==> src/rtl/seq_mag_comparator.sv <==
// seq_mag_comparator
//   Multi-cycle magnitude comparator. It compares two WIDTH-bit operands
//   MSB-first, CHUNK bits per clock, and stops at the first chunk that
//   differs. Each operation selects signed (two's complement) or unsigned
//   mode.
//
// Ports
//   clk          rising-edge clock
//   rst          synchronous reset, active-high; abandons any running compare
//   start        request a compare; sampled only while busy=0
//   signed_mode  1 = two's-complement compare; captured with start
//   A, B         operands; captured with start
//   busy         a compare is in progress
//   done         one-cycle pulse when the result flags update
//   AgtB/AltB/AeqB  registered result flags; all zero means "no valid result"
module seq_mag_comparator #(
    parameter int WIDTH = 8,
    parameter int CHUNK = 2
) (
    input  logic             clk,
    input  logic             rst,
    input  logic             start,
    input  logic             signed_mode,
    input  logic [WIDTH-1:0] A,
    input  logic [WIDTH-1:0] B,
    output logic             busy,
    output logic             done,
    output logic             AgtB,
    output logic             AltB,
    output logic             AeqB
);
    localparam int NCHUNK = WIDTH / CHUNK;
    localparam int IW     = (NCHUNK > 1) ? $clog2(NCHUNK) : 1;
    localparam logic [IW-1:0] IDX_MSB = IW'(NCHUNK - 1);

    localparam logic [0:0] S_IDLE = 1'b0;
    localparam logic [0:0] S_CMP  = 1'b1;

    generate
        if (WIDTH < 2 || CHUNK < 1 || (WIDTH % CHUNK) != 0) begin : g_param_check
            $error("seq_mag_comparator: WIDTH must be >= 2 and a multiple of CHUNK");
        end
    endgenerate

    logic [0:0]       state_q, state_d;
    logic [IW-1:0]    idx_q, idx_d;
    logic [WIDTH-1:0] a_q, a_d, b_q, b_d;
    logic             sm_q, sm_d;
    logic             busy_q, busy_d;
    logic             done_q, done_d;
    logic             gt_q, gt_d, lt_q, lt_d, eq_q, eq_d;

    logic [CHUNK-1:0] ca, cb;
    logic             sign_split;

    assign ca = a_q[int'(idx_q)*CHUNK +: CHUNK];
    assign cb = b_q[int'(idx_q)*CHUNK +: CHUNK];

    // On the MSB chunk in signed mode, differing sign bits settle the result.
    // With equal sign bits, unsigned chunk order matches two's-complement order.
    assign sign_split = sm_q && (idx_q == IDX_MSB) && (a_q[WIDTH-1] ^ b_q[WIDTH-1]);

    always_comb begin
        state_d = state_q;
        idx_d   = idx_q;
        a_d     = a_q;
        b_d     = b_q;
        sm_d    = sm_q;
        busy_d  = busy_q;
        done_d  = 1'b0;
        gt_d    = gt_q;
        lt_d    = lt_q;
        eq_d    = eq_q;
        case (state_q)
            S_IDLE: begin
                if (start) begin
                    a_d     = A;
                    b_d     = B;
                    sm_d    = signed_mode;
                    gt_d    = 1'b0;
                    lt_d    = 1'b0;
                    eq_d    = 1'b0;
                    busy_d  = 1'b1;
                    idx_d   = IDX_MSB;
                    state_d = S_CMP;
                end
            end
            S_CMP: begin
                if (sign_split || (ca != cb) || (idx_q == '0)) begin
                    // The result is known this cycle.
                    done_d  = 1'b1;
                    busy_d  = 1'b0;
                    state_d = S_IDLE;
                    if (sign_split) begin
                        gt_d = b_q[WIDTH-1];
                        lt_d = a_q[WIDTH-1];
                    end else if (ca != cb) begin
                        gt_d = (ca > cb);
                        lt_d = (ca < cb);
                    end else begin
                        eq_d = 1'b1;
                    end
                end else begin
                    idx_d = idx_q - IW'(1);
                end
            end
            default: state_d = S_IDLE;
        endcase
    end

    always_ff @(posedge clk) begin
        if (rst) begin
            state_q <= S_IDLE;
            idx_q   <= '0;
            a_q     <= '0;
            b_q     <= '0;
            sm_q    <= 1'b0;
            busy_q  <= 1'b0;
            done_q  <= 1'b0;
            gt_q    <= 1'b0;
            lt_q    <= 1'b0;
            eq_q    <= 1'b0;
        end else begin
            state_q <= state_d;
            idx_q   <= idx_d;
            a_q     <= a_d;
            b_q     <= b_d;
            sm_q    <= sm_d;
            busy_q  <= busy_d;
            done_q  <= done_d;
            gt_q    <= gt_d;
            lt_q    <= lt_d;
            eq_q    <= eq_d;
        end
    end

    assign busy = busy_q;
    assign done = done_q;
    assign AgtB = gt_q;
    assign AltB = lt_q;
    assign AeqB = eq_q;

endmodule

==> config.mk <==
export PLATFORM = sky130hd
export DESIGN_NAME = seq_mag_comparator
export DESIGN_NICKNAME = d
export VERILOG_FILES = /design/src/rtl/seq_mag_comparator.sv
export SDC_FILE = /design/constraint.sdc
export NUM_CORES = 1
export LEC_CHECK = 0
export CORE_MARGIN = 4
export CORE_UTILIZATION = 37
export DETAILED_ROUTE_END_ITERATION = 10
export PLACE_DENSITY = 0.64
export SLEW_MARGIN = 40
export SYNTH_ARGS = -nofsm -noshare
export SYNTH_HDL_FRONTEND = slang
export SYNTH_SLANG_ARGS = --single-unit
==> constraint.sdc <==
create_clock -name clk -period 4.7 [get_ports clk]
set_input_delay 0.94 -clock clk [delete_from_list [all_inputs] [get_ports clk]]
set_output_delay 0.94 -clock clk [all_outputs]
set_load 0.03 [all_outputs]
Routed clock nets over the placement:
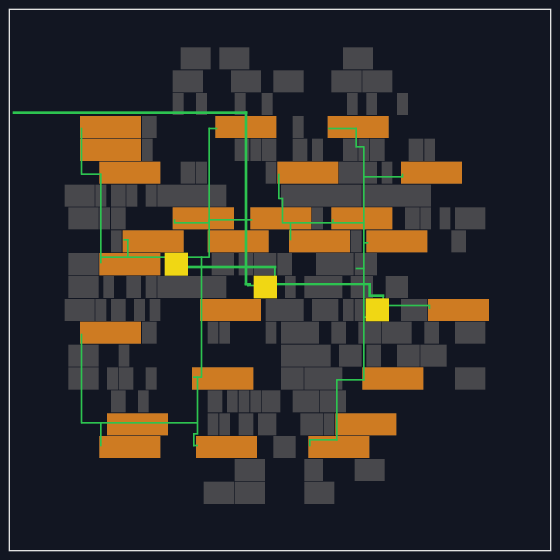
clock wires -> green  # length 273 µm
flip-flops -> orange  # count 25
clock drivers -> yellow  # count 3
routed clock nets = 4

Cell placement:
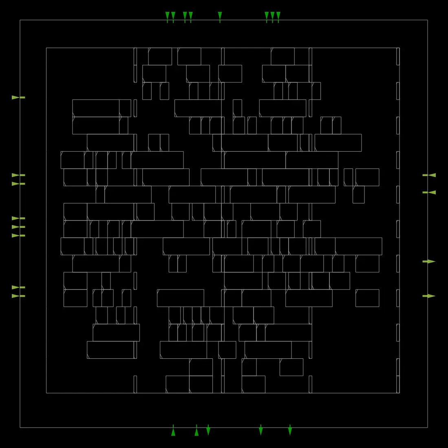
Filler cells: 316
FP Rows: 20
area of the core region: 3030 µm²

Cells colored by class:
Scale bar: 20 µm. Fill, decap, tap and diode cells in gray.
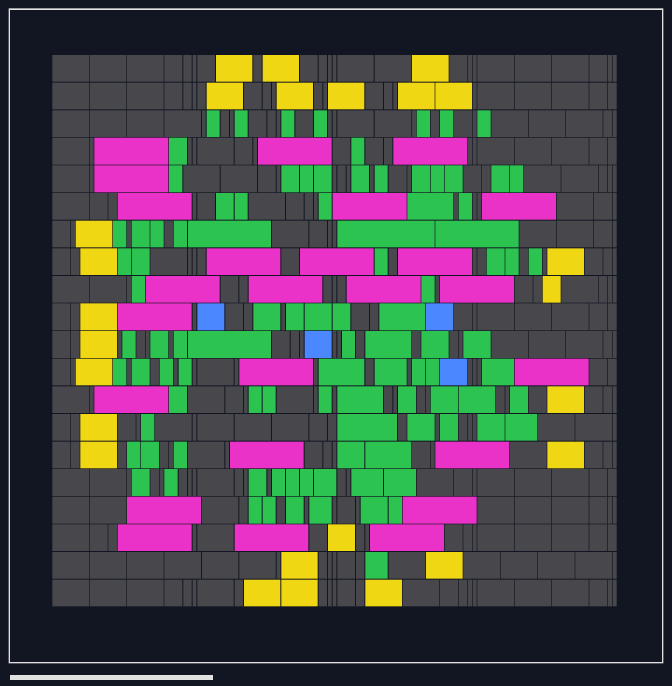
clock drivers and dummy loads -> blue  # cells 4
sequential cells -> magenta  # cells 25
remaining buffers and delay cells -> yellow  # cells 25
combinational and other logic -> green  # cells 98

## per-layer routing
layer	track usage, %	wire [µm]
met5	0	0
met4	2.90	20
met3	4.57	107
met2	20.3	1080
met1	14.2	976
## power by group
group	switching, mW	leakage, nW	internal, mW
clock network	0.0641	0.0139	0.0325
registers	0.0151	0.206	0.227
logic	0.0539	0.302	0.0528
total	0.133	0.522	0.313
## cells by family (layout without fill, tap and decap cells)
family,Yosys count,count (layout)
AOI/OAI and AO/OA,31,31
xor gates and xnor gates,1,1
adders and majority gates,4,4
buffers and inverters,13,34
DFF,25,25
muxes,4,4
and+or+nand+nor,53,53
## cell usage in the layout, fill, tap and decap left out, types with 2 or more instances in the layout
cell             netlist  final
mux4_2                 3      3
nor3_1                 2      2
nand3_1                2      2
clkdlybuf4s50_1        0     23
clkbuf_4               0      3
ha_1                   4      4
nand4b_1               2      2
nand2_1               35     35
nor2_1                 6      6
inv_1                  5      5
dfxtp_1               25     25
a21oi_1               18     18
a211oi_1               2      2
## final cells by class
type / instances / area (µm²) / share of cell area, %
timing repair buffer: 25 / 243 / 16.8
clock inverter: 1 / 7.51 / 0.521
tap: 44 / 55.1 / 3.82
multi-input combinational: 93 / 594 / 41.2
clock buffer: 3 / 22.5 / 1.56
inverter: 5 / 18.8 / 1.30
sequential: 25 / 500 / 34.7
## metrics by stage
step / setup WS, ns / total power [mW] / instance area [µm²]
final: 2.39 / 0.446 / 1440
after global routing: 2.19 / 0.476 / 1440
after CTS: 2.37 / 0.452 / 1440
after detailed placement: 2.35 / 0.355 / 1410
after global placement: 2.23 / 0.352 / 1420
after floorplan: 2.60 / 0.320 / 1170
## tightest hold or removal path, stage by stage (launching register included)
cell and delay (ns):
dfxtp_1 0.33, nand2_1 0.05, a21oi_1 0.05
==> results.toml <==
# yosys + openroad results
[status]
run_status = "completed"

[final_timing]
period_minus_slack_ns = 2.31
rsz0062_at_grt = "no"
max-slew-margin-rel_pct = 54.5
maxClockFrequency_ghz = 0.432
final_setup_violation_count = 0
worst_hold_slack_across_all_endpoints_ns = 0.462
timing.final.crit_share_pct = 49.3
report.final.hold_viol_count = 0
final.setup_skew_ns = 0.00303
totalNegativeSetupSlack_ns = 0
worst_slew_pin_tran_ns = 0.683
final-max-slew-violation-count = 0

[power]
max-vdd-ir-drop_mv = 0.198
power_density_nw_per_um2 = 309
p_leak_nw = 0.522

[critical_path]
crit_path_max_fanout = 8
timing.critical_path.from = "idx_q[0]$_SDFFE_PP0P_"
cp_data_arrival_time_ns = 2.58
cells_traversed_along_the_worst_timing_path = "mux4_1, inv_1, ha_1, nand2_1, o211ai_1, a221o_1, a21oi_2"
cp-start-kind = "flip-flop"
critical_path.endpoint_type = "flip-flop"
timing.critical_path.depth = 7
critical-path-top-delay-family = "AND-OR/OR-AND gates"
critPathBufInv = 1
worst_r2r_end = "AgtB$_SDFFE_PP0P_"
worst_setup_path_endpoint = "AgtB$_SDFFE_PP0P_"
cpMaxStageDelayCell = "mux4_1"
reg2reg_setup_slack_ns = 2.39
rr_startpoint = "idx_q[0]$_SDFFE_PP0P_"
reg2regPathDepth = 7
cp_slowest_stage_delay_ns = 0.60
worst_ep_required_time_ns = 4.96
crit_path_category = "flip-flop to flip-flop"

[die]
fp-utilization_pct = 38.6
die_area_um2 = 4130
io_pins = 25
die_h_um = 64.2
die.size.x_um = 64.2

[global_routing]
initial_antenna_violation_count = 0
gr-usage-all-layers_pct = 12.0
grt_pass1_vias = 950
grt_first_pass_wirelength_um = 3930
grt_max_degree = 27
grt-ovfl-total = 0

[synthesis]
ys.flop_type = "dfxtp_1"
synthesis.instances = 131
post_synthesis_cell_type_count = 34
top_cells_by_area = "dfxtp_1, nand2_1, a21oi_1"
post_synth_xor_area_fraction_pct = 1.39
ys_cells = 131
ys_top_cells_by_count = "nand2_1, dfxtp_1, a21oi_1"
synth_adder_area_share_pct = 4.28
syn-num-nets = 155
synth-warning-count = 0
synth-compound-area-share_pct = 17.1
synth_seq_share_pct = 42.8
synth.area.mux_share_pct = 8.02
basic_gates_by_area_pct = 20.0
post-synth-top-area-cell = "dfxtp_1"
post_synth_instance_area_um2 = 1170
enable_flop_cells = 0
cell_with_the_most_instances_after_synthesis = "nand2_1"
top_cell_area_share_pct = 42.8
ys_area_um2 = 1170
synth.avg_cell_area_um2 = 8.93
synth.ff_latch_count = 25
synthTopLogicFamily = "simple AND/OR/NAND/NOR gates"
ys_async_sr_fraction_pct = 0

[detailed_routing]
route.detailed.wl_per_inst_um = 11.2
finalWirelength_um = 2190
drtAntennaViolNets = 0
num_vias = 956
drt_pre_antenna_iters = 4
post_drt_via_cell_ratio = 4.88
initialDrtViolationCount = 28
post-route-drc-count = 0

[worst_hold_path]
min_delay_path_depth = 2
whs_endpoint = "b_q[5]$_SDFFE_PP0P_"
hp-class = "flip-flop to flip-flop"
worst_hold_startpoint = "b_q[5]$_SDFFE_PP0P_"

[clocking]
post_cts.repair.setup_buffers = 0
resized_cells_post_cts = 0
ctsLongestPathBuffers = 2
post_cts_hold_buffer_count = 0
cts.clk_slew.worst_paths_ns = 0.13
cts_max_level = 1
clock_sinks = 25
cts-buffers-inserted = 3
tritoncts = "yes"
clkLatencyLatePin_ns = 0.32
cell_chosen_for_the_clock_root = "clkbuf_4"

[placed_design]
place.gp.congestion = 0.765
io_buffers = 24
dp.cells = 192
place_hpwl_um = 1620

[flow_run]
maxCapViolCount = 0
warning_count = 27

[finish]
biggestRegsByFlops = "a_q: 8 flops, b_q: 8 flops, idx_q: 2 flops"
num-nets-final = 177
utilization_pct = 47.6
flow.area_growth_from_synthesis_pct = 23.2
finish.cell_count_without_fillers = 196
num_antenna_cells = 0
drive_above_1_share_pct = 9.21
Power is estimated from default activity; no workload was simulated.
